===== src/rtl/video_pkg.sv =====
// Shared raster constants for the 1280x1024@60 Hz mode and a coordinate window helper.
package video_pkg;

    localparam int COORD_W = 12;

    localparam int H_ACTIVE_DEF = 1280;
    localparam int H_FP_DEF     = 48;
    localparam int H_SYNC_DEF   = 112;
    localparam int H_BP_DEF     = 248;

    localparam int V_ACTIVE_DEF = 1024;
    localparam int V_FP_DEF     = 1;
    localparam int V_SYNC_DEF   = 3;
    localparam int V_BP_DEF     = 38;

    // True when lo <= c < hi.
    function automatic logic in_span(input logic [COORD_W-1:0] c,
                                     input int unsigned lo,
                                     input int unsigned hi);
        return (32'(c) >= lo) && (32'(c) < hi);
    endfunction

endpackage


===== src/rtl/sync_delay.sv =====
// N-stage shift register with a per-bit reset value; N = 0 is a plain wire.
module sync_delay #(
    parameter int             N       = 2,
    parameter int             W       = 1,
    parameter logic [W-1:0]   RST_VAL = '0
) (
    input  logic         clock,
    input  logic         reset,
    input  logic [W-1:0] d_i,
    output logic [W-1:0] q_o
);

    generate
        if (N == 0) begin : g_pass
            assign q_o = d_i;
        end else begin : g_pipe
            logic [W-1:0] stage_q [N];

            always_ff @(posedge clock or posedge reset) begin
                if (reset) begin
                    for (int i = 0; i < N; i++) stage_q[i] <= RST_VAL;
                end else begin
                    stage_q[0] <= d_i;
                    for (int i = 1; i < N; i++) stage_q[i] <= stage_q[i-1];
                end
            end

            assign q_o = stage_q[N-1];
        end
    endgenerate

endmodule


===== src/rtl/vga_timing.sv =====
// Raster timing generator: pixel/line counters, registered coordinate decode,
// sync/blank delay line aligned to the pixel pipeline, and a per-frame update strobe.
module vga_timing
    import video_pkg::*;
#(
    parameter int   H_ACTIVE = H_ACTIVE_DEF,
    parameter int   H_FP     = H_FP_DEF,
    parameter int   H_SYNC   = H_SYNC_DEF,
    parameter int   H_BP     = H_BP_DEF,
    parameter int   V_ACTIVE = V_ACTIVE_DEF,
    parameter int   V_FP     = V_FP_DEF,
    parameter int   V_SYNC   = V_SYNC_DEF,
    parameter int   V_BP     = V_BP_DEF,
    parameter logic SYNC_POL = 1'b1,
    parameter int   PIPE     = 2
) (
    input  logic        clock,
    input  logic        reset,
    output logic [11:0] x,
    output logic [11:0] y,
    output logic        active,
    output logic        hsync,
    output logic        vsync,
    output logic        blank_n,
    output logic        update,
    output logic [7:0]  frame
);

    localparam int H_TOTAL  = H_ACTIVE + H_FP + H_SYNC + H_BP;
    localparam int V_TOTAL  = V_ACTIVE + V_FP + V_SYNC + V_BP;
    localparam int HS_START = H_ACTIVE + H_FP;
    localparam int VS_START = V_ACTIVE + V_FP;

    localparam logic [COORD_W-1:0] H_LAST  = COORD_W'(H_TOTAL - 1);
    localparam logic [COORD_W-1:0] V_LAST  = COORD_W'(V_TOTAL - 1);
    localparam logic [COORD_W-1:0] V_START = COORD_W'(V_ACTIVE);
    localparam logic [COORD_W-1:0] ONE     = COORD_W'(1);

    generate
        if (H_TOTAL > 4096 || V_TOTAL > 4096 || PIPE < 0 || PIPE > 7) begin : g_bad_params
            $error("vga_timing: totals must fit 12-bit counters and PIPE must be 0..7");
        end
    endgenerate

    logic [COORD_W-1:0] h_cnt_q, h_cnt_d;
    logic [COORD_W-1:0] v_cnt_q, v_cnt_d;
    logic [COORD_W-1:0] x_q, y_q;
    logic               active_q, active_d;
    logic               hs_q, hs_d;
    logic               vs_q, vs_d;
    logic               update_q, update_d;
    logic [7:0]         frame_q;

    always_comb begin
        h_cnt_d = h_cnt_q + ONE;
        v_cnt_d = v_cnt_q;
        if (h_cnt_q == H_LAST) begin
            h_cnt_d = '0;
            v_cnt_d = (v_cnt_q == V_LAST) ? '0 : v_cnt_q + ONE;
        end
    end

    // Decode uses the counter value that is being registered into x/y this cycle.
    always_comb begin
        active_d = in_span(h_cnt_q, 0, H_ACTIVE) && in_span(v_cnt_q, 0, V_ACTIVE);
        hs_d     = in_span(h_cnt_q, HS_START, HS_START + H_SYNC) ? SYNC_POL : ~SYNC_POL;
        vs_d     = in_span(v_cnt_q, VS_START, VS_START + V_SYNC) ? SYNC_POL : ~SYNC_POL;
        update_d = (h_cnt_q == '0) && (v_cnt_q == V_START);
    end

    always_ff @(posedge clock or posedge reset) begin
        if (reset) begin
            h_cnt_q  <= '0;
            v_cnt_q  <= '0;
            x_q      <= '0;
            y_q      <= '0;
            active_q <= 1'b0;
            hs_q     <= ~SYNC_POL;
            vs_q     <= ~SYNC_POL;
            update_q <= 1'b0;
            frame_q  <= '0;
        end else begin
            h_cnt_q  <= h_cnt_d;
            v_cnt_q  <= v_cnt_d;
            x_q      <= h_cnt_q;
            y_q      <= v_cnt_q;
            active_q <= active_d;
            hs_q     <= hs_d;
            vs_q     <= vs_d;
            update_q <= update_d;
            if (update_d) frame_q <= frame_q + 8'd1;
        end
    end

    sync_delay #(
        .N       (PIPE),
        .W       (3),
        .RST_VAL ({~SYNC_POL, ~SYNC_POL, 1'b0})
    ) u_sync_delay (
        .clock (clock),
        .reset (reset),
        .d_i   ({hs_q, vs_q, active_q}),
        .q_o   ({hsync, vsync, blank_n})
    );

    assign x      = x_q;
    assign y      = y_q;
    assign active = active_q;
    assign update = update_q;
    assign frame  = frame_q;

endmodule

===== config.mk =====
export PLATFORM = sky130hd
export DESIGN_NAME = vga_timing
export DESIGN_NICKNAME = d
export VERILOG_FILES = /design/src/rtl/video_pkg.sv /design/src/rtl/sync_delay.sv /design/src/rtl/vga_timing.sv
export SDC_FILE = /design/constraint.sdc
export NUM_CORES = 1
export LEC_CHECK = 0
export ABC_AREA = 1
export CORE_MARGIN = 3
export CORE_UTILIZATION = 52
export DETAILED_ROUTE_END_ITERATION = 10
export GPL_ROUTABILITY_DRIVEN = 0
export PLACE_DENSITY = 0.78
export SLEW_MARGIN = 20
export SYNTH_ARGS = -nofsm -noshare
export SYNTH_HDL_FRONTEND = slang
export SYNTH_SLANG_ARGS = --single-unit

===== constraint.sdc =====
create_clock -name clock -period 7.2 [get_ports clock]
set_clock_uncertainty 0.2 [all_clocks]
set_input_delay 1.44 -clock clock [delete_from_list [all_inputs] [get_ports clock]]
set_output_delay 1.44 -clock clock [all_outputs]
set_load 0.01 [all_outputs]

==> run summary, run 1 <==
flow finished, numbers: average cell area after synthesis 8.78 um2, HPWL after detailed placement 3600 um, Top cell area share 56.7%, Die H 80.9 um, Place WS 4.43 ns, pwr dens 194 nW/um2, worst vdd ir 0.135 mV, Crit. End Element output port, GR Overflow Total 0, Post-CTS Resized 0, first-pass GRT wire length 9200 um, fp util 55.3%, total of max-cap violations 0, Critical-path top delay cell clkdlybuf4s50_1, design area around 3600 um2, clk cell area share 5.77%, Final nets 385, fraction of area in registers 46.4%, hold_sp vs_q$_DFF_PP0_, reg2reg setup slack around 5.3 ns, instance count on the critical path 1, placed inst area ~3400 um2, Seq cells post-synth between 60 and 70, CTS Buffer Depth 2, Post-synth top cells nand2_1 (92), dfrtp_1 (66), inv_1 (44), nand3_1 (35), nor2_1 (31), number of remaining DRC errors 0, share of layout cells above drive strength 1 a little over 7%, Non-clock inverters 46, most numerous logic cells after layout nand2_1 (92), dfrtp_1 (66), inv_1 (43), Synth Cell Area 2920 um2, final worst setup slack 4.18 ns, status finished, final reports clean, DP Cell Count around 440, Top delay family on crit path buffers and inverters, Die ar. between 6000 and 7000 um2, GRT Util Overall 18.4%, largest net degree at the start of global routing between 60 and 70, total tool warning count 29, Synth top cell by count nand2_1, comb. cell area 1050 um2
[run 1: where the power goes]
| group | leakage, nW | internal [mW] | switching, mW | total [mW] |
|---|---|---|---|---|
| Sequential | 0.883 | 0.371 | 0 | 0.371 |
| Combinational | 0.814 | 0.000878 | 0.00650 | 0.00738 |
| Clock | 0.0986 | 0.178 | 0.135 | 0.313 |
[run 1: metal layers]
metal / vias to the layer above / routed length (um) / global-route usage, %
met4: 0 / 68 / 7.94
met3: 8 / 286 / 4.99
met5: - / 0 / 0
li1: 1130 / - / -
met2: 59 / 2400 / 29.8
met1: 1052 / 2390 / 23.1
[run 1: logic make-up after synthesis]
group                      share of synthesized area (%)
buffers and inverters                               7.21
xor gates and xnor gates                            3.61
adders and majority gates                           2.58
AOI/OAI and AO/OA                                   2.53
and+or+nand+nor                                     27.4
DFF                                                 56.7
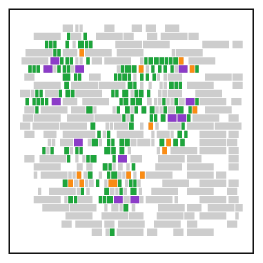
Run 1: gate families picked out
Drawn at 3 px/um.
green -> NAND gates  # cells 140, most used nand2_1
purple -> XOR/XNOR gates  # cells 12, most used xor2_1
orange -> inverting AOI/OAI gates  # cells 14, most used o21ai_0
Layout Cells excl Fill: 452
Comb/total area: 29.6%
most instantiated logic cell after routing: nand2_1

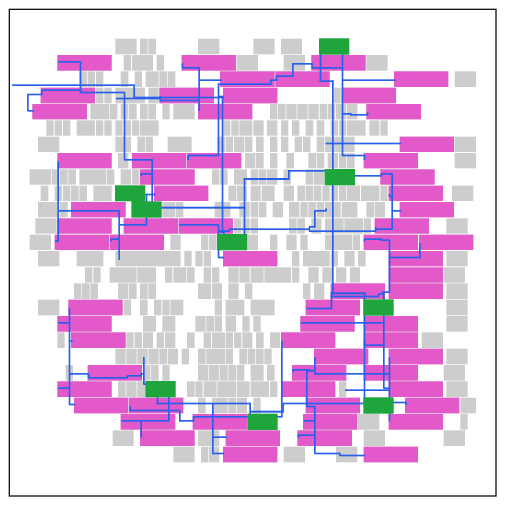
Run 1: routed clock nets over the placement
Drawn at 6 px/um.
blue -> clock wires  # length 771 um
green -> cells driving clock nets  # count 9
magenta -> flip-flops  # count 66
flops lie = spread over the die
clock share of power: 45.3%
clk latency late pin: 0.34 ns
Power Clock: 0.313 mW

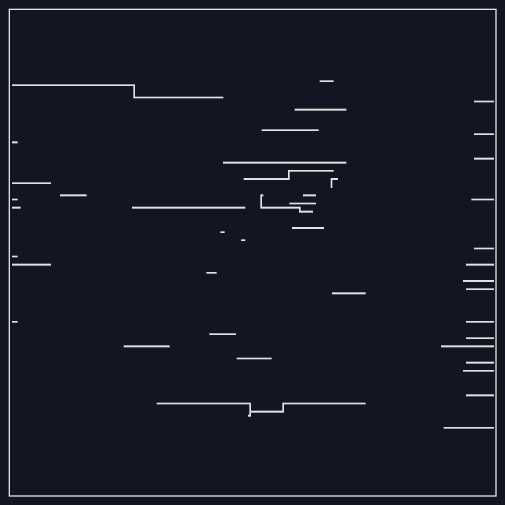
Run 1: metal 3
Drawn at 6 px/um.
wire length on this layer = 287 um
longest straight run = 20.2 um
nets with wire on the layer = 37
GRT met3 Usage: 4.99%
final WL: 5150 um
via count: 2249

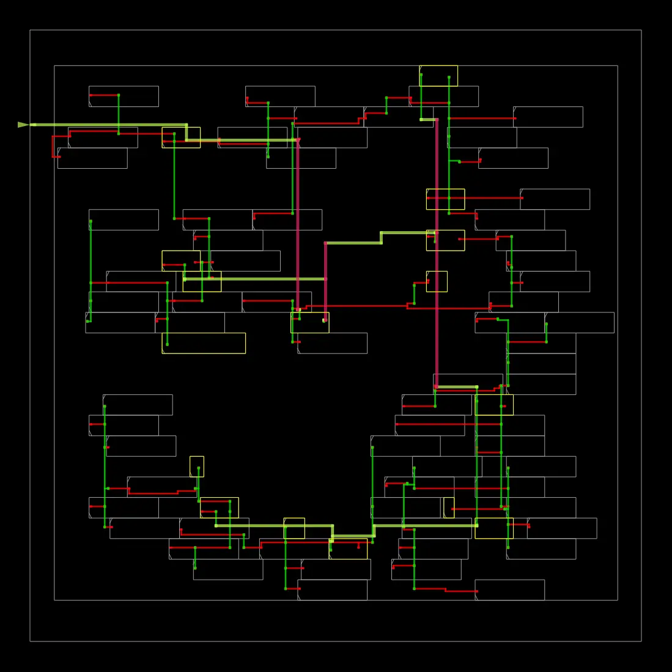
Run 1: clock routing
cts bufs inserted: 9
Layout clock buffers: 12
CTS sink count: 66

Run 1, wiring by layer:
Drawn at 3 px/um.
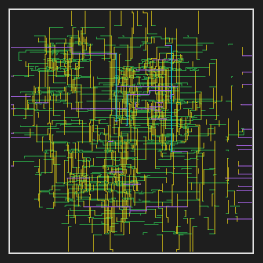

==> run 1 -> run 2 <==
CORE_UTILIZATION = 49   (was 52)
PLACE_DENSITY = 0.77   (was 0.78)
clock period = 2.5 ns   (was 7.2 ns; I/O delays follow)
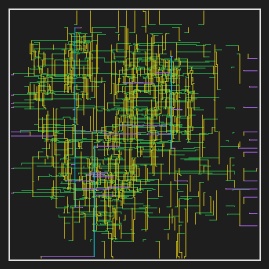
Run 2: wiring by layer
Drawn at 3 px/um.
cyan -> met4  # wire length 127 um
purple -> met3  # wire length 235 um
yellow -> met2  # wire length 2640 um
green -> met1  # wire length 2500 um
via count: 2264
GRT Util Overall: 18.1%
final WL: 5500 um

==> run 2 against run 1 <==
First-iteration DRC count decreased by 36%. Die area up 5.7%. Non-clock buffer count increased by 1. Largest cell class unchanged. Critical path type unchanged. Final area is essentially flat.
==> run summary, run 2 <==
flow finished, numbers: Post-CTS Resized 0 (unchanged), CTS sink count 66 (unchanged), Top delay family on crit path buffers and inverters (unchanged), Synth Cell Area 2920 um2 (unchanged), HPWL after detailed placement 3980 um (was 3600 um), fa+ha+maj area frac 2.58% (unchanged), most instantiated logic cell after routing nand2_1 (unchanged), status finished, final reports clean (unchanged), CTS Buffer Depth 2 (unchanged), worst vdd ir 0.285 mV (was 0.135 mV), clk cell area share 4.85% (was 5.77%), reg2reg setup slack 0.70 ns (was 5.31 ns), xor/xnor share of the synthesized area 3.61% (unchanged), mux cell area share after synthesis 0% (unchanged), cts bufs inserted 9 (unchanged), Top cell area share 56.7% (unchanged), Post-synth top cells nand2_1 (92), dfrtp_1 (66), inv_1 (44), nand3_1 (35), nor2_1 (31) (unchanged), most numerous logic cells after layout nand2_1 (92), dfrtp_1 (66), inv_1 (43) (unchanged), final worst setup slack 0.416 ns (was 4.18 ns), simple-gate share of the synthesized area 27.4% (unchanged), Synth top cell by count nand2_1 (unchanged), total tool warning count 29 (unchanged), Die ar. 6910 um2 (was 6540 um2), Non-clock inverters 46 (unchanged)
run 2: cell counts after synthesis:
No cell type changed its count.
run 2: power by group:
group	internal [mW]	total, mW	switching (mW)	leakage, nW
Sequential	1.07	1.07	0	0.883
Combinational	0.00771	0.0284	0.0206	0.828
Clock	0.444	0.804	0.360	0.0918
Total	1.52	1.90	0.380	1.80
run 2: routing by layer:
layer | up-vias | part of all wire [%] | track usage [%]
met1 | 1063 | 45 | 22.5
met3 | 11 | 4.3 | 3.57
met2 | 55 | 48 | 29.4
met4 | 0 | 2.3 | 10.1
li1 | 1135 | - | -
met5 | - | 0 | 0
run 2: logic make-up (layout without fill, tap and decap cells):
family,after synthesis,after routing
compound gates,14,14
fa+ha+maj,6,6
buf+inv,51,100
flops,66,66
simple gates,183,183
xor+xnor,12,12
Power is estimated from default activity; no workload was simulated.
